Run 1, clock nets:
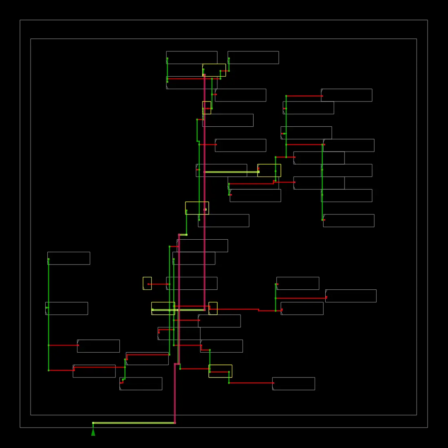
Run 1, clock wires, drivers and flops:
Scale bar: 20 um.
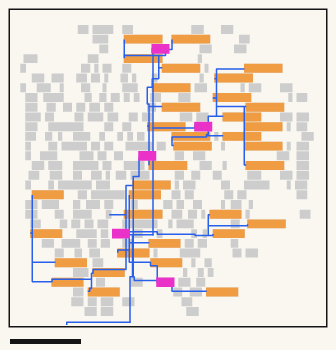
Run 1, zoomed window:
Region (51, 7) to (81, 37) um. Cells in grey, sequential cells in the stronger grey; small squares are vias.
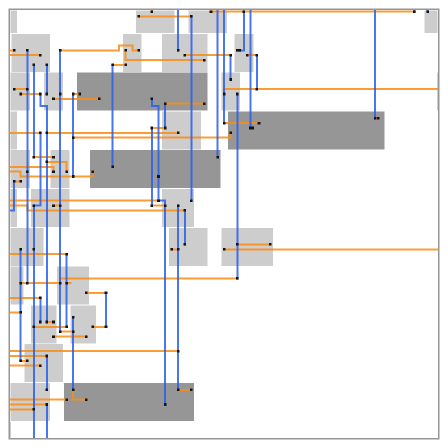
===== config.mk =====
export PLATFORM = sky130hd
export DESIGN_NAME = alu_decode_stage_flat
export DESIGN_NICKNAME = d
export VERILOG_FILES = /design/src/rtl/alu_decode_stage_if.sv /design/src/rtl/alu_decode_stage.sv /design/src/flat_wrapper.sv
export SDC_FILE = /design/constraint.sdc
export NUM_CORES = 1
export LEC_CHECK = 0
export ABC_AREA = 0
export CAP_MARGIN = 0
export CELL_PAD_IN_SITES_DETAIL_PLACEMENT = 1
export CELL_PAD_IN_SITES_GLOBAL_PLACEMENT = 2
export CORE_MARGIN = 2
export CORE_UTILIZATION = 26
export DETAILED_ROUTE_END_ITERATION = 8
export PLACE_DENSITY = 0.8
export SYNTH_ARGS = -nofsm -noshare
export SYNTH_HDL_FRONTEND = slang
export SYNTH_SLANG_ARGS = --single-unit
export TNS_END_PERCENT = 100

===== constraint.sdc =====
create_clock -name clk -period 1.7 [get_ports clk]
set_input_delay 0.255 -clock clk [delete_from_list [all_inputs] [get_ports clk]]
set_output_delay 0.255 -clock clk [all_outputs]
set_load 0.01 [all_outputs]

===== src/rtl/alu_decode_stage_if.sv =====
// alu_decode_stage_if: instruction-in / decoded-entry-out handshake bundle.
//   in_valid/in_ready/in_instr/in_tag          : producer side (instruction offer)
//   out_valid/out_ready/out_alu_ctrl/...       : consumer side (decoded head entry)
// master: the environment (drives instructions, consumes results).
// slave : the decode stage.
interface alu_decode_stage_if #(
    parameter int unsigned CTRL_W = 4,
    parameter int unsigned TAG_W  = 5
);
    logic              in_valid;
    logic              in_ready;
    logic [31:0]       in_instr;
    logic [TAG_W-1:0]  in_tag;
    logic              out_valid;
    logic              out_ready;
    logic [CTRL_W-1:0] out_alu_ctrl;
    logic              out_src_imm;
    logic              out_illegal;
    logic [TAG_W-1:0]  out_tag;

    modport master (
        output in_valid, in_instr, in_tag, out_ready,
        input  in_ready, out_valid, out_alu_ctrl, out_src_imm, out_illegal, out_tag
    );

    modport slave (
        input  in_valid, in_instr, in_tag, out_ready,
        output in_ready, out_valid, out_alu_ctrl, out_src_imm, out_illegal, out_tag
    );
endinterface


===== src/rtl/alu_decode_stage.sv =====
// alu_decode_stage: decodes RV32I instruction words into an ALU control code and
// operand-B select, and buffers the results in a DEPTH-entry FIFO.
//   clk, rst_n   : clock (rising edge) and asynchronous active-low reset
//   flush        : synchronous discard of every queued entry
//   bus          : alu_decode_stage_if.slave (instruction in, decoded entry out)
//   illegal_cnt  : saturating count of accepted illegal instructions
module alu_decode_stage #(
    parameter int unsigned CTRL_W = 4,
    parameter int unsigned DEPTH  = 2,
    parameter int unsigned TAG_W  = 5,
    parameter int unsigned CNT_W  = 8
) (
    input  logic             clk,
    input  logic             rst_n,
    input  logic             flush,
    alu_decode_stage_if.slave bus,
    output logic [CNT_W-1:0] illegal_cnt
);

    localparam int unsigned PTR_W   = $clog2(DEPTH);
    localparam int unsigned ENTRY_W = CTRL_W + 2 + TAG_W;

    typedef enum logic [3:0] {
        AluAdd   = 4'd0,
        AluSub   = 4'd1,
        AluAnd   = 4'd2,
        AluOr    = 4'd3,
        AluXor   = 4'd4,
        AluSlt   = 4'd5,
        AluSltu  = 4'd6,
        AluSll   = 4'd7,
        AluSrl   = 4'd8,
        AluSra   = 4'd9,
        AluPassB = 4'd10
    } alu_op_e;

    localparam logic [6:0] OpLoad   = 7'b0000011;
    localparam logic [6:0] OpStore  = 7'b0100011;
    localparam logic [6:0] OpAuipc  = 7'b0010111;
    localparam logic [6:0] OpJal    = 7'b1101111;
    localparam logic [6:0] OpJalr   = 7'b1100111;
    localparam logic [6:0] OpBranch = 7'b1100011;
    localparam logic [6:0] OpLui    = 7'b0110111;
    localparam logic [6:0] OpReg    = 7'b0110011;
    localparam logic [6:0] OpImm    = 7'b0010011;

    // ------------------------------------------------------------------
    // Decode
    // ------------------------------------------------------------------
    logic [6:0] w_opcode;
    logic [2:0] w_funct3;
    logic [6:0] w_funct7;
    logic       w_alt;
    logic       w_f7_ok;
    alu_op_e    w_op;
    logic       w_imm;
    logic       w_ill;

    assign w_opcode = bus.in_instr[6:0];
    assign w_funct3 = bus.in_instr[14:12];
    assign w_funct7 = bus.in_instr[31:25];
    assign w_alt    = (w_funct7 == 7'b0100000);
    // funct7 is legal if zero, or the alternate encoding on SUB/SRA slots only
    assign w_f7_ok  = (w_funct7 == 7'b0000000) ||
                      (w_alt && ((w_funct3 == 3'b000) || (w_funct3 == 3'b101)));

    always_comb begin
        w_op  = AluAdd;
        w_imm = 1'b0;
        w_ill = 1'b0;
        case (w_opcode)
            OpLoad, OpStore, OpAuipc, OpJalr: w_imm = 1'b1;
            OpJal: w_imm = 1'b0;
            OpBranch: begin
                case (w_funct3)
                    3'b000, 3'b001: w_op = AluSub;
                    3'b100, 3'b101: w_op = AluSlt;
                    3'b110, 3'b111: w_op = AluSltu;
                    default:        w_ill = 1'b1;
                endcase
            end
            OpLui: begin
                w_op  = AluPassB;
                w_imm = 1'b1;
            end
            OpReg, OpImm: begin
                w_imm = (w_opcode == OpImm);
                case (w_funct3)
                    3'b000:  w_op = (!w_imm && w_alt) ? AluSub : AluAdd;
                    3'b001:  w_op = AluSll;
                    3'b010:  w_op = AluSlt;
                    3'b011:  w_op = AluSltu;
                    3'b100:  w_op = AluXor;
                    3'b101:  w_op = w_alt ? AluSra : AluSrl;
                    3'b110:  w_op = AluOr;
                    default: w_op = AluAnd;
                endcase
                // Immediate forms only carry funct7 in the shift encodings
                if ((w_opcode == OpReg) || (w_funct3 == 3'b001) || (w_funct3 == 3'b101)) begin
                    if (!w_f7_ok) begin
                        w_ill = 1'b1;
                    end
                end
            end
            default: w_ill = 1'b1;
        endcase
        if (w_ill) begin
            w_op  = AluAdd;
            w_imm = 1'b0;
        end
    end

    // ------------------------------------------------------------------
    // Output FIFO
    // ------------------------------------------------------------------
    logic [ENTRY_W-1:0] r_mem [DEPTH];
    logic [PTR_W-1:0]   r_wptr;
    logic [PTR_W-1:0]   r_rptr;
    logic [PTR_W:0]     r_count;
    logic               r_active;
    logic [CNT_W-1:0]   r_ill_cnt;

    logic               w_push;
    logic               w_pop;
    logic               w_not_full;
    logic [ENTRY_W-1:0] w_wdata;
    logic [ENTRY_W-1:0] w_head;

    assign w_not_full   = (r_count < (PTR_W+1)'(DEPTH));
    // r_active holds in_ready low from reset assertion until the first edge after release
    assign bus.in_ready = r_active && w_not_full && !flush;
    assign w_push       = bus.in_valid && bus.in_ready;
    assign bus.out_valid = (r_count != '0);
    assign w_pop        = bus.out_valid && bus.out_ready;
    assign w_wdata      = {CTRL_W'(w_op), w_imm, w_ill, bus.in_tag};

    always_ff @(posedge clk) begin
        if (w_push) begin
            r_mem[r_wptr] <= w_wdata;
        end
    end

    always_ff @(posedge clk or negedge rst_n) begin
        if (!rst_n) begin
            r_wptr   <= '0;
            r_rptr   <= '0;
            r_count  <= '0;
            r_active <= 1'b0;
        end else begin
            r_active <= 1'b1;
            if (flush) begin
                r_wptr  <= '0;
                r_rptr  <= '0;
                r_count <= '0;
            end else begin
                // DEPTH is a power of two, so pointers wrap by natural overflow
                if (w_push) begin
                    r_wptr <= r_wptr + PTR_W'(1);
                end
                if (w_pop) begin
                    r_rptr <= r_rptr + PTR_W'(1);
                end
                if (w_push && !w_pop) begin
                    r_count <= r_count + (PTR_W+1)'(1);
                end else if (!w_push && w_pop) begin
                    r_count <= r_count - (PTR_W+1)'(1);
                end
            end
        end
    end

    // Counts accepted instructions only, so a push discarded by flush never counts
    always_ff @(posedge clk or negedge rst_n) begin
        if (!rst_n) begin
            r_ill_cnt <= '0;
        end else if (w_push && w_ill && (r_ill_cnt != '1)) begin
            r_ill_cnt <= r_ill_cnt + CNT_W'(1);
        end
    end

    assign illegal_cnt = r_ill_cnt;

    // Head fields are masked so the outputs read zero whenever the queue is empty
    assign w_head           = r_mem[r_rptr];
    assign bus.out_alu_ctrl = bus.out_valid ? w_head[ENTRY_W-1 -: CTRL_W] : '0;
    assign bus.out_src_imm  = bus.out_valid ? w_head[TAG_W+1] : 1'b0;
    assign bus.out_illegal  = bus.out_valid ? w_head[TAG_W] : 1'b0;
    assign bus.out_tag      = bus.out_valid ? w_head[TAG_W-1:0] : '0;

endmodule


===== src/flat_wrapper.sv =====
// flat-port wrapper written by rule: the top's interface ports become plain ports
module alu_decode_stage_flat 
#(
    parameter int unsigned CTRL_W = 4,
    parameter int unsigned DEPTH  = 2,
    parameter int unsigned TAG_W  = 5,
    parameter int unsigned CNT_W  = 8
)
  (clk, rst_n, flush, illegal_cnt, bus_in_valid, bus_in_instr, bus_in_tag, bus_out_ready, bus_in_ready, bus_out_valid, bus_out_alu_ctrl, bus_out_src_imm, bus_out_illegal, bus_out_tag);
  alu_decode_stage_if #(.CTRL_W(CTRL_W), .TAG_W(TAG_W)) bus_i ();
  input  logic clk;
  input  logic rst_n;
  input  logic flush;
  output logic [CNT_W-1:0] illegal_cnt;
  input wire logic [$bits(bus_i.in_valid)-1:0] bus_in_valid;
  input wire logic [$bits(bus_i.in_instr)-1:0] bus_in_instr;
  input wire logic [$bits(bus_i.in_tag)-1:0] bus_in_tag;
  input wire logic [$bits(bus_i.out_ready)-1:0] bus_out_ready;
  output wire logic [$bits(bus_i.in_ready)-1:0] bus_in_ready;
  output wire logic [$bits(bus_i.out_valid)-1:0] bus_out_valid;
  output wire logic [$bits(bus_i.out_alu_ctrl)-1:0] bus_out_alu_ctrl;
  output wire logic [$bits(bus_i.out_src_imm)-1:0] bus_out_src_imm;
  output wire logic [$bits(bus_i.out_illegal)-1:0] bus_out_illegal;
  output wire logic [$bits(bus_i.out_tag)-1:0] bus_out_tag;
  assign bus_i.in_valid = bus_in_valid;
  assign bus_i.in_instr = bus_in_instr;
  assign bus_i.in_tag = bus_in_tag;
  assign bus_i.out_ready = bus_out_ready;
  assign bus_in_ready = bus_i.in_ready;
  assign bus_out_valid = bus_i.out_valid;
  assign bus_out_alu_ctrl = bus_i.out_alu_ctrl;
  assign bus_out_src_imm = bus_i.out_src_imm;
  assign bus_out_illegal = bus_i.out_illegal;
  assign bus_out_tag = bus_i.out_tag;
  alu_decode_stage #(.CTRL_W(CTRL_W), .DEPTH(DEPTH), .TAG_W(TAG_W), .CNT_W(CNT_W)) u_core (.clk(clk), .rst_n(rst_n), .flush(flush), .bus(bus_i), .illegal_cnt(illegal_cnt));
endmodule

==> summary.txt, run 1 <==
Latest figures from synthesis and place and route.

The highest supply drop recorded on VDD is 0.000373 V. In this run the static leakage power is 1.20 nW. The pre-placement core utilization is 0.271. Listed in order, past its start point the critical path passes dlygate4sd2_1, nand3b_4, or3_4, a211oi_4, buf_4, o2111ai_4, mux2_4. The final weighted congestion of routability-driven global placement is ~0.76. Max-cap violations in this run came to 0. The share of post-route cells with drive strength above 1 is 0.391. The portion of the clock cycle consumed by the worst path in the final layout is 0.977. The global-route usage over all layers is 0.128. STA classifies the critical path endpoint as a register.

The instance count of the mapped netlist is ~160. In this run, synthesis inferred 22 flip-flops with an integrated enable. TritonRoute reported its final design rule violation total as 0. The number of design-rule violations left by the first detailed-router iteration is 24. The largest individual stage delay along the critical path comes from the cell or3_4. The total overflow left after global routing is 0.

The worst register-to-register path begins at u_core.illegal_cnt[4]. The cell family contributing the most delay on the critical path is buffers and inverters. The die boundary height is 88.4 um. The dominant register cell in the synthesized netlist is edfxtp_1. Dividing total power by cell area gives a power density of 741 mW/mm2.

After routing, the total negative slack on setup checks comes to 0 ns. The data required time of the worst path is 1.88 ns. Once detail routing completed, the nets flagged for antenna violations numbered 0. The initial antenna violation count is 0.

In this run the tools logged warnings totalling 43. The final antenna diode count is 0. The run finished with clean final reports. The area of the synthesized netlist per yosys stat is 0.00185 mm2. The placement report lists the number of port buffers as 47. The library cell occupying the most area in the post-synthesis netlist is edfxtp_1. The timing report notes that buffer and inverter cells on the critical path total 2. According to the floorplan report, the die width is 88.4 um. The endpoint of the worst register-to-register path is u_core.illegal_cnt[1]. In this run the register-to-register setup slack is 0.06 ns. The Yosys step of the flow raised 0 warnings. After synthesis, the netlist uses ~47 different library cells. The final critical-path required period is about 1.7 ns. The final-report max-slew violation count is 0. The core area is 0.00683 mm2. The post-detailed-placement half-perimeter wirelength is approximately 3700 um. STA classifies the critical path startpoint as an input port. Sorting the synthesized cells by how often they occur yields edfxtp_1 (22), nor2_1 (21), dfrtp_1 (13). The async set-or-reset flop fraction in the synthesized netlist is 0.371. The vias after detailed routing is about 1,600. The synthesis stats list as the most numerous cell edfxtp_1. Among all stages on the critical path, the maximum delay recorded is roughly 0.34 ns. The average size of a mapped cell is approximately 12 um2. Once synthesis finished, the tally of register bits stood at 35. The register area share after synthesis is 0.532. After clock tree synthesis, the flow added hold-fix buffers numbering 0. The clock tree has to reach 35 sinks. By startpoint and endpoint, the worst setup path is classified as in2reg. The final timing report counts setup violations totalling 0. Per the CTS log, the root buffer master is clkbuf_8. Per the detail_route report, vias per standard cell equal ~4.5. The via count of the first global-routing pass is between 1,500 and 2,000.

Entering global routing, the biggest net connects 14 pins. In this run the layout overhead on the synthesized area is reported as 63.2%. 63 I/O pins were placed. The number of optimization iterations in the first detailed-route pass is 4. The total count of hold-check failures in the final report is 0. The layout report lists the multi-input gate area as 977 um2. The critical path data arrival time is 1.84 ns. The number of cell instances after yosys synthesis is 155.

The total number of H-tree levels is 2. Of the post-synthesis cell area, the dominant cell type holds 0.357. The synthesized net count is 198.

The sequential cell area is a little under 0.001 mm2. The tightest min-delay check is of the in2async type.
About 'clock nets':
latest clock arrival within the worst-skew pair: 0.29 ns
Layout Skew: 0.00727 ns
number of buffers created by CTS: 5
clock network power: 0.579 mW

About 'clock wires, drivers and flops':
legend:
  clock wires:
    colour: blue
    length: 496 um
  flip-flops:
    colour: orange
    count: 35
  clock-net drivers:
    colour: magenta
    count: 5
routed clock nets: 6

About 'zoomed window':
legend:
  M2:
    colour: blue
  M1:
    colour: orange
cells with their middle in the window: 26
netlist names of flops here include: u_core.r_count (2)
sequential cells in the window: 4
most frequent: buf_4 (6), nor2_1 (4), dfrtp_1 (3)

run 1: how the worst max path moves through the flow:
stage / cells after the start / start / to / slack (ns)
2_1_floorplan: 6 / bus_in_instr[28] / u_core.r_mem[0][10] / -0.12
3_3_place_gp: 7 / bus_in_instr[1] / u_core.illegal_cnt[1] / -0.56
3_5_place_dp: 6 / bus_in_instr[28] / u_core.r_mem[1][6] / -0.59
4_1_cts: 7 / bus_in_instr[4] / u_core.illegal_cnt[1] / -0.02
5_1_grt: 8 / bus_in_instr[2] / u_core.illegal_cnt[6] / -0.01
6_report: 7 / bus_in_instr[0] / u_core.illegal_cnt[6] / 0.04
run 1: cells in the final DEF, fill, tap and decap left out, drive strengths merged, types with 2 or more instances in the layout:
cell	netlist	routed
mux2i	11	11
a211oi	3	3
a41oi	2	2
dlygate4sd2	0	9
o21ai	3	3
dfrtp	13	13
clkdlybuf4s50	0	20
nand2	5	5
a21oi	8	8
and2	3	3
inv	3	3
edfxtp	22	22
xor2	2	2
mux2	2	2
clkdlybuf4s15	0	10
xnor2	7	7
or2	2	2
or3	2	2
buf	4	53
nor2	21	21
nor4	2	2
nor2b	3	3
clkinv	0	3
nor3	6	6
o211ai	5	5
and3	3	3
clkbuf	3	8
nand2b	4	4
o2111ai	3	3
nor3b	3	3
dlymetal6s2s	0	2
run 1: routing by layer:
layer | global-route usage | up-vias | part of all wire
li1 | - | 759 | -
met1 | 0.148 | 761 | 0.42
met2 | 0.230 | 40 | 0.53
met3 | 0.0177 | 8 | 0.030
met4 | 0.0661 | 0 | 0.021
met5 | 0 | - | 0
run 1: layout make-up:
class / instances / area share
flip-flops and latches: 35 / 0.326
multi-input cells: 110 / 0.323
repair buffers: 97 / 0.279
well taps: 96 / 0.0398
clock buffers: 5 / 0.0228
clock inverters: 3 / 0.00497
inverters: 3 / 0.00373
run 1: stage by stage:
| stage | instance area [um2] | utilization | hold WS [ns] | instances | total power [mW] |
|---|---|---|---|---|---|
| 5_1_grt | 3020 | 0.442 | 0.284 | 349 | 2.36 |
| 4_1_cts | 2940 | 0.431 | 0.271 | 346 | 2.25 |
| 3_3_place_gp | 2760 | 0.405 | 0.502 | 334 | 1.62 |
| 6_report | 3020 | 0.442 | 0.273 | 349 | 2.24 |
| 2_1_floorplan | 1870 | - | -0.0406 | 155 | 1.27 |
| 3_5_place_dp | 2760 | 0.405 | 0.518 | 334 | 1.63 |
run 1: repair_timing:
item	CTS	global route
pin swaps	8	10
setup endpoints to repair	33	28
resized	56	27
setup buffers	4	3
run 1: report_power, final:
group          internal (mW)  switching [mW]
Sequential             0.970          0.0497
Combinational          0.357           0.283
Clock                  0.280           0.299
Total                   1.61           0.631
run 1: flip-flops by register name, summed over array words and instances (netlist names):
register            count
u_core.r_count          2
u_core.illegal_cnt      8
u_core.r_rptr           1
u_core.r_active         1
u_core.r_wptr           1
u_core.r_mem           22
run 1: kinds of logic after synthesis:
| group | synth area share |
|---|---|
| AND/OR/NAND/NOR | 0.184 |
| buffers and inverters | 0.0223 |
| adder cells (fa/ha/maj) | 0.00676 |
| AND-OR/OR-AND | 0.136 |
| flip-flops | 0.532 |
| multiplexers | 0.0736 |
| XOR/XNOR | 0.0426 |
| other | 0.00203 |
--- run 2 (diff from run 1) ---
--- a/config.mk
+++ b/config.mk
@@ -12,7 +12,9 @@
 export CORE_MARGIN = 2
 export CORE_UTILIZATION = 26
 export DETAILED_ROUTE_END_ITERATION = 8
+export HOLD_SLACK_MARGIN = 0.12
 export PLACE_DENSITY = 0.8
+export SLEW_MARGIN = 30
 export SYNTH_ARGS = -nofsm -noshare
 export SYNTH_HDL_FRONTEND = slang
 export SYNTH_SLANG_ARGS = --single-unit
Run 2, register map, names as in the netlist:
Scale bar: 20 um. Other sequential cells in the stronger grey, the rest of the logic in the fainter grey.
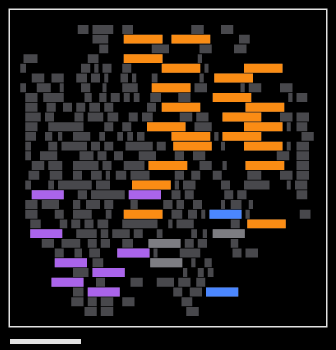
legend:
  u_core.illegal_cnt:
    colour: purple
    sequential_cells: 8
    where: bottom left
  u_core.r_mem:
    colour: orange
    sequential_cells: 22
  u_core.r_count:
    colour: blue
    sequential_cells: 2
not coloured: 3

Run 2, cell sizes after repair:
Scale bar: 20 um.
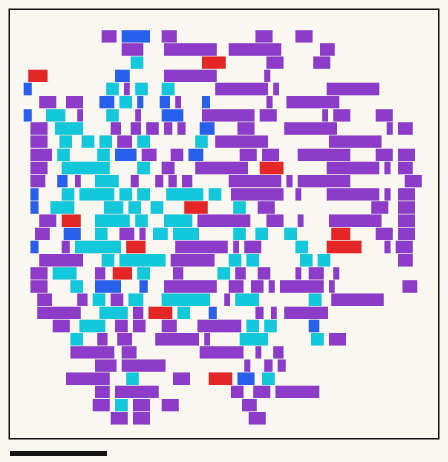
legend:
  x1 and smaller:
    colour: purple
    cells: 154
    share: 61%
  x2:
    colour: blue
    cells: 22
    share: 8.7%
  x3 and x4:
    colour: cyan
    cells: 66
    share: 26%
  x6 and larger:
    colour: red
    cells: 11
    share: 4.3%

Run 2, clock wires, drivers and flops:
Scale bar: 20 um.
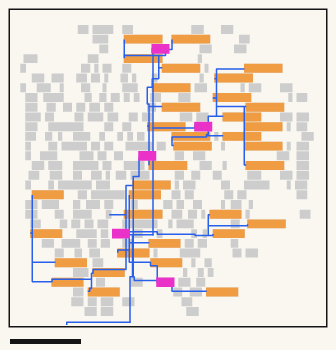
legend:
  clock-net drivers:
    colour: magenta
    count: 5
  clock wires:
    colour: blue
    length: 496 um
  flip-flops:
    colour: orange
    count: 35
routed clock nets: 6

==> run 2 against run 1 <==
  * Non-clock buffer count did not move
  * Wire length unchanged
  * Setup slack unchanged
  * Area after synthesis is the same
  * Register-to-register slack is essentially flat
  * Sequential cell count unchanged
  * Sequential share of layout area stayed put
  * Count of clock-buffer cells in the layout stayed put
  * Total power is the same
  * Cell count did not move
  * Critical path type unchanged
  * Critical endpoint unchanged
  * Largest cell class unchanged
==> summary.txt, run 2 <==
Latest figures from synthesis and place and route.

The average vias per placed instance is 4.49 (unchanged). The data required time of the worst path is 1.88 ns (about the same). The number of flip-flops in the largest register is 22 (unchanged). The power density over the cells is 741 mW/mm2 (unchanged). The share of power burned in combinational logic is 0.286 (about the same). The total number of H-tree levels is 2 (unchanged). The leakage component of the power is 1.20 nW (unchanged). The number of design-rule violations left by the first detailed-router iteration is 24 (unchanged). The switching power as a share of total power is 0.282 (unchanged). The kind of start point of the critical path is an input port. The number of buffers inserted for hold repair after clock tree synthesis is 0 (unchanged). Per the cell usage report, the commonest logic cells after layout are buf_4 (45), edfxtp_1 (22), nor2_1 (20), clkdlybuf4s50_1 (20), dfrtp_1 (13). The area share of the leading cell type in the synthesized netlist came to 0.357 (unchanged). The core area was 0.00683 mm2 (unchanged). The slack of the critical path is 0.0397 ns. The clock sink total is 35 (unchanged). The path class of the lowest-slack min-delay path is in2async. In the synthesized netlist the dominant register cell turns out to be edfxtp_1.

The die width is 88.4 um (unchanged). The total congestion overflow after global routing is 0 (unchanged). The total count of hold-check failures in the final report is 0 (unchanged).

The initial antenna violation count is 0 (unchanged). The library cell used most frequently in the layout, excluding fill and tap cells, is buf_4. The post-synthesis instance area is 0.00185 mm2. The tally of yosys warning messages came to 0 (unchanged). The register area share after synthesis is 0.532 (unchanged). Among cell families on the critical path, the largest total delay comes from buffers and inverters. The area overhead of the layout relative to synthesis came to 63.2% (unchanged). The synthesized net count is 198 (unchanged). The DRC violation count after routing is 0 (unchanged).

For this design, the slowest cell found on the critical path is or3_4. The overall die area is a little under 0.008 mm2. The number of optimization iterations in the first detailed-route pass is 4 (unchanged). The library cell occupying the most area in the post-synthesis netlist is edfxtp_1. The worst supply voltage drop on vdd came to 0.000373 V (unchanged). The maximum number of pins on one net before global-route repair was 14 (unchanged).

The portion of the clock cycle consumed by the worst path in the final layout is 0.977 (unchanged). The count of flip-flops with a built-in enable after synthesis is 22 (unchanged). The number of ports placed on the die boundary is 63 (unchanged). The worst hold slack is 0.273 ns (unchanged).

The flip-flop and latch count after synthesis is 35 (unchanged). The instance count of the mapped netlist is 155 (unchanged). For reference, the clock transition at the flip-flops on the worst setup and hold paths is around 0.07 ns.

The final antenna diode count is 0 (unchanged). The cell with the most instances after synthesis is edfxtp_1. The clock latency reported for the late side of the worst-skew pair is 0.29 ns (about the same). The commonest cells after synthesis are edfxtp_1 (22), nor2_1 (21), dfrtp_1 (13).

The total detailed-routing wirelength is ~4800 um. The number of cell instances after yosys synthesis is 155 (unchanged). The total setup violations reported at the end of the flow is 0 (unchanged).

The pre-placement core utilization is 0.271 (unchanged). The average size of a mapped cell is 11.9 um2 (unchanged). The final-report max-slew violation count is 0 (unchanged). The final weighted congestion of routability-driven global placement is 0.760 (unchanged). The launch point of the worst path is bus_in_instr[0]. The post-detailed-route count of antenna-violating nets was 0 (unchanged). The setup clock skew after layout is 0.00727 ns (unchanged). The final critical-path required period was 1.66 ns (unchanged). The stage delay of the slowest cell on the critical path came to 0.34 ns (about the same). The total internal power is 1.61 mW (unchanged).

The switching power was 0.631 mW (unchanged). The count of buffers from port buffering came to 47 (unchanged). The global-route usage over all layers is 0.128 (unchanged). The power share of the sequential group is 0.455 (about the same).

The number of distinct standard cells referenced by the synthesized netlist is 47 (unchanged). The critical path data arrival time is 1.84 ns (about the same). The largest register by flop count is u_core.r_mem. The post-detailed-placement half-perimeter wirelength is 3650 um (unchanged). The number of max-cap violations is 0 (unchanged). The number of CTS-inserted buffers was 5 (unchanged). The via count of the first global-routing pass is 1,607 (unchanged). The async set-or-reset flop fraction in the synthesized netlist is 0.371 (unchanged). The share of post-route cells with drive strength above 1 is 0.391 (unchanged). STA classifies the critical path endpoint as a register.

The startpoint identified for the worst register-to-register timing path is u_core.illegal_cnt[4]. Counting along the longest clock path gives a buffer depth of 2. The die boundary height is 88.4 um (unchanged).

The signal on the critical path passes through dlygate4sd2_1, nand3b_4, or3_4, a211oi_4, buf_4, o2111ai_4, mux2_4. The vias after detailed routing was 1,568 (unchanged). The area of the synthesized netlist per yosys stat is 0.00185 mm2 (unchanged). The root buffer cell chosen for the clock tree is clkbuf_8. The number of buffer and inverter instances along the worst setup path is 2 (unchanged).

The clock network fraction of design power is 0.259 (about the same). The setup TNS after final layout is 0 ns (unchanged). The flow ran to the end, and the final reports show no timing, DRC or antenna violations. By startpoint and endpoint, the worst setup path is classified as in2reg. The number of warnings in the stage logs was 43 (unchanged).
## run 2: cell counts after synthesis
No cell type changed its count.
## run 2: path summary, 6_finish.rpt
| path | end | slack [ns] | cells past startpoint |
|---|---|---|---|
| worst max-delay path | u_core.illegal_cnt[6] | 0.04 | 7 |
| worst min-delay path | u_core.illegal_cnt[5] | 0.27 | 2 |
| worst max register to register | u_core.illegal_cnt[1] | 0.06 | 5 |
| worst min register to register | u_core.illegal_cnt[0] | 0.52 | 1 |
| max in group asynchronous | u_core.r_count[1] | 1.26 | 2 |
| min in group clk | u_core.illegal_cnt[0] | 0.52 | 1 |
## run 2: metrics by stage
step / std cells / util / power, mW / instance area (um2)
global placement: 334 / 0.405 / 1.62 / 2760
CTS: 346 / 0.431 / 2.25 / 2940
detailed placement: 334 / 0.405 / 1.63 / 2760
finish: 349 / 0.442 / 2.24 / 3020
floorplan: 155 / - / 1.27 / 1870
global route: 349 / 0.442 / 2.36 / 3020
## run 2: repair_timing
action	CTS	global route
setup endpoints to repair	33	28
pin swaps	8	10
hold endpoints to repair	0	0
buffers inserted	4	3
gates resized	56	27
## run 2: power groups by stage
| stage | Clock [mW] | Sequential (mW) | Combinational [mW] |
|---|---|---|---|
| detailed placement | 0 | 1.03 | 0.601 |
| global route | 0.638 | 1.03 | 0.693 |
| CTS | 0.608 | 1.02 | 0.626 |
| global placement | 0 | 1.03 | 0.585 |
| finish | 0.579 | 1.02 | 0.640 |
| floorplan | 0 | 1.06 | 0.202 |
## run 2: layout make-up
type | count | area, um2 | share of cell area
well taps | 96 | 120 | 0.0398
repair buffers | 97 | 843 | 0.279
multi-input cells | 110 | 977 | 0.323
clock buffers | 5 | 68.8 | 0.0228
inverters | 3 | 11.3 | 0.00373
clock inverters | 3 | 15.0 | 0.00497
flip-flops and latches | 35 | 986 | 0.326
## run 2: kinds of logic after synthesis
kind of cell,synth area share
AND/OR/NAND/NOR,0.184
flip-flops,0.532
AND-OR/OR-AND,0.136
multiplexers,0.0736
buffers and inverters,0.0223
XOR/XNOR,0.0426
adder cells (fa/ha/maj),0.00676
other,0.00203
## run 2: routing by layer
layer | vias up | share of wire | global-route usage
met1 | 761 | 0.42 | 0.148
met5 | - | 0 | 0
met2 | 40 | 0.53 | 0.230
met3 | 8 | 0.030 | 0.0177
li1 | 759 | - | -
met4 | 0 | 0.021 | 0.0661
## run 2: worst register-to-register path: stages, from the launching register on
cell,delay (ns)
dfrtp_1,0.40
and3_1,0.22
and2_4,0.19
a41oi_4,0.32
o21ai_4,0.10
mux2_4,0.30
--- run 3 (diff from run 2) ---
--- a/config.mk
+++ b/config.mk
@@ -11,9 +11,11 @@
 export CELL_PAD_IN_SITES_GLOBAL_PLACEMENT = 2
 export CORE_MARGIN = 2
 export CORE_UTILIZATION = 26
+export CTS_BUF_LIST = sky130_fd_sc_hd__clkbuf_8
 export DETAILED_ROUTE_END_ITERATION = 8
 export HOLD_SLACK_MARGIN = 0.12
 export PLACE_DENSITY = 0.8
+export RECOVER_POWER = 25
 export SLEW_MARGIN = 30
 export SYNTH_ARGS = -nofsm -noshare
 export SYNTH_HDL_FRONTEND = slang
Run 3, zoomed window:
Region (51, 7) to (81, 37) um. Cells in grey, sequential cells in the stronger grey; small squares are vias.
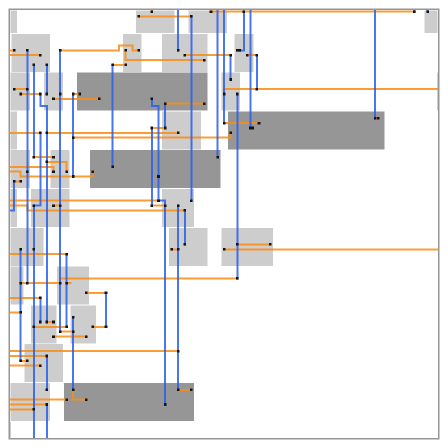

Run 3, register map, names as in the netlist:
Scale bar: 20 um. Other sequential cells in the stronger grey, the rest of the logic in the fainter grey.
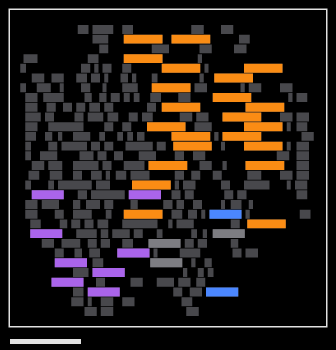
sequential-cell power consumption: 1.02 mW
proportion of cell area occupied by registers: 0.327
Sequential cell area: 986 um2
share of the core filled with cells: 0.442

==> run 3 against run 2 <==
  * Final area is 0.12% lower
  * Total power is 0.17% lower
  * Sequential cell count stayed put
  * Critical path depth stayed put
  * Count of clock-buffer cells in the layout stayed put
  * Clock skew stayed put
  * Hold slack better by 0.25 ns
  * Wire length hardly changed
  * Largest power group unchanged
  * Critical path type unchanged
  * Clock power hardly changed
  * First-iteration DRC count stayed put
==> summary.txt, run 3 <==
Latest figures from synthesis and place and route.

The flow ran to the end, and the final reports show no timing, DRC or antenna violations. The core area was 0.00683 mm2 (unchanged). The power density over the cells is 741 mW/mm2 (about the same).

The clock latency reported for the late side of the worst-skew pair came to 0.29 ns (about the same). The post-detailed-placement half-perimeter wirelength is 3650 um (unchanged). The largest register by flop count is u_core.r_mem. The total setup violations reported at the end of the flow was 0 (unchanged). The overall die area is 0.00781 mm2 (unchanged). The length of routed wiring on met1 is 1990 um (about the same).

The total internal power came to 1.60 mW (-0.24%). The report gives the cell count of the worst hold path as 1. The met3 wire length is 145 um (unchanged).

The final critical-path required period came to 1.66 ns (unchanged). The number of distinct standard cells referenced by the synthesized netlist is 47 (unchanged). The number of optimization iterations in the first detailed-route pass is 4 (unchanged).

The global-route usage over all layers is 0.128 (unchanged). By instance count, the leading cell after synthesis is edfxtp_1. The most used flip-flop cell after synthesis is edfxtp_1. The final antenna diode count is 0 (unchanged). The total congestion overflow after global routing is 0 (unchanged). The buffer depth of the longest clock path is 2 (unchanged). The switching power is 0.631 mW (about the same). The initial antenna violation count was 0 (unchanged).

The cell depth of the worst flop-to-flop path is 5 (unchanged). The switching power as a share of total power is 0.282 (+0.000504). The area share of the leading cell type in the synthesized netlist is 0.357 (unchanged). The power share of the sequential group came to 0.456 (about the same).

The synthesized net count is 198 (unchanged). In this run the clock root is driven by a clkbuf_8. The critical path data arrival time is 1.84 ns (about the same). The share of post-route cells with drive strength above 1 is 0.387 (-0.00395).

The number of max-cap violations is 0 (unchanged). The worst hold slack is 0.525 ns (+0.252 ns). The number of buffers inserted for hold repair after clock tree synthesis came to 0 (unchanged). The worst supply voltage drop on vdd is 0.000373 V (about the same). The tally of yosys warning messages is 0 (unchanged).

The final weighted congestion of routability-driven global placement is 0.760 (unchanged). The classification of the worst setup path is in2reg. The total number of H-tree levels was 2 (unchanged). The number of CTS-inserted buffers came to 5 (unchanged). The post-detailed-route count of antenna-violating nets came to 0 (unchanged). The clock network fraction of design power was 0.259 (about the same). The routed length on met2 is 2540 um (about the same). The vias after detailed routing is 1,567 (-0.064%). The worst setup path is captured at a register. The number of flip-flops in the largest register was 22 (unchanged).

The highest layer touched by signal routing is met4. The post-synthesis instance area is 0.00185 mm2 (unchanged). The setup clock skew after layout came to 0.00727 ns (unchanged). The number of design-rule violations left by the first detailed-router iteration came to 24 (unchanged). Counting only logic cells after layout, the most numerous master is buf_4. By count the netlist is led by edfxtp_1 (22), nor2_1 (21), dfrtp_1 (13). The DRC violation count after routing came to 0 (unchanged). The share of power burned in combinational logic is 0.285 (about the same). The total detailed-routing wirelength was 4780 um (about the same). The setup TNS after final layout was 0 ns (unchanged).

The die width is 88.4 um (unchanged). Summed over all instances, the cell type with the most area after synthesis is edfxtp_1. The area overhead of the layout relative to synthesis is 63.0%. The data required time of the worst path is 1.88 ns (about the same).

The final-report max-slew violation count is 0 (unchanged). The worst setup path is launched from an input port. The flip-flop and latch count after synthesis came to 35 (unchanged). The instance count of the mapped netlist is 155 (unchanged).

The area of the synthesized netlist per yosys stat came to 0.00185 mm2 (unchanged). The via count of the first global-routing pass is 1,607 (unchanged). The count of buffers from port buffering is 47 (unchanged).
Run 3, clock nets:
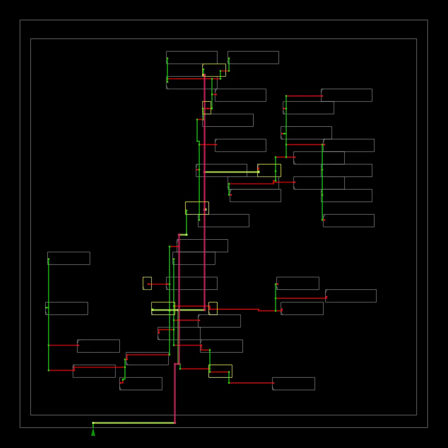
registers: 35
layout clock buffer count: 5
clock sink count: 35

run 3: cell counts after synthesis:
Identical to the previous run, type by type.
run 3: metal layers:
layer | up-vias | track usage
li1 | 759 | -
met1 | 760 | 0.148
met2 | 40 | 0.230
met3 | 8 | 0.0177
met4 | 0 | 0.0661
met5 | - | 0
run 3: repair_timing:
item,in CTS,in global routing
gates resized,56,27
buffers inserted,4,3
pin swaps,8,10
endpoints found under the setup margin,33,28
run 3: cell type report:
type	instances	area (um2)	area share
clock buffer	5	68.8	0.0228
clock inverter	3	15.0	0.00498
inverter	3	11.3	0.00373
multi-input combinational	110	977	0.324
sequential	35	986	0.327
tap	96	120	0.0398
timing repair buffer	97	840	0.278
run 3: path summary, 6_finish.rpt:
path / startpoint / end / slack (ns)
worst max-delay path: bus_in_instr[0] / u_core.illegal_cnt[6] / 0.04
worst min-delay path: u_core.illegal_cnt[0] / u_core.illegal_cnt[0] / 0.53
worst max register to register: u_core.illegal_cnt[4] / u_core.illegal_cnt[1] / 0.06
worst min register to register: u_core.illegal_cnt[0] / u_core.illegal_cnt[0] / 0.53
max in group asynchronous: rst_n / u_core.r_count[1] / 0.67
min in group asynchronous: rst_n / u_core.illegal_cnt[5] / 0.55
run 3: kinds of logic (layout without fill, tap and decap cells):
kind of cell / count (synthesis) / in the layout / synth area share
simple gates: 58 / 58 / 0.184
flops: 35 / 35 / 0.532
compound gates: 28 / 28 / 0.136
mux: 13 / 13 / 0.0736
buf+inv: 10 / 108 / 0.0223
xor+xnor: 9 / 9 / 0.0426
fa+ha+maj: 1 / 1 / 0.00676
other cells: 1 / 1 / 0.00203
run 3: worst max-delay path, cell delays in order:
cell	delay (ns)
dlygate4sd2_1	0.28
nand3b_4	0.09
or3_4	0.34
a211oi_4	0.27
buf_4	0.17
o2111ai_4	0.12
mux2_4	0.32
run 3: stage by stage:
stage	cells	worst slack [ns]	total power [mW]
after floorplan	155	-0.119	1.27
after global placement	334	-0.556	1.62
after detailed placement	334	-0.595	1.63
after CTS	346	-0.0183	2.25
after global routing	349	-0.0105	2.36
final	349	0.0397	2.24
run 3: power by group through the flow:
stage          Clock [mW]  Sequential [mW]  Combinational [mW]
5_1_grt             0.638             1.03               0.689
3_3_place_gp            0             1.03               0.585
6_report            0.579             1.02               0.636
2_1_floorplan           0             1.06               0.202
3_5_place_dp            0             1.03               0.601
4_1_cts             0.608             1.02               0.626
No activity file was given, so power comes from the tool's default toggle rates.
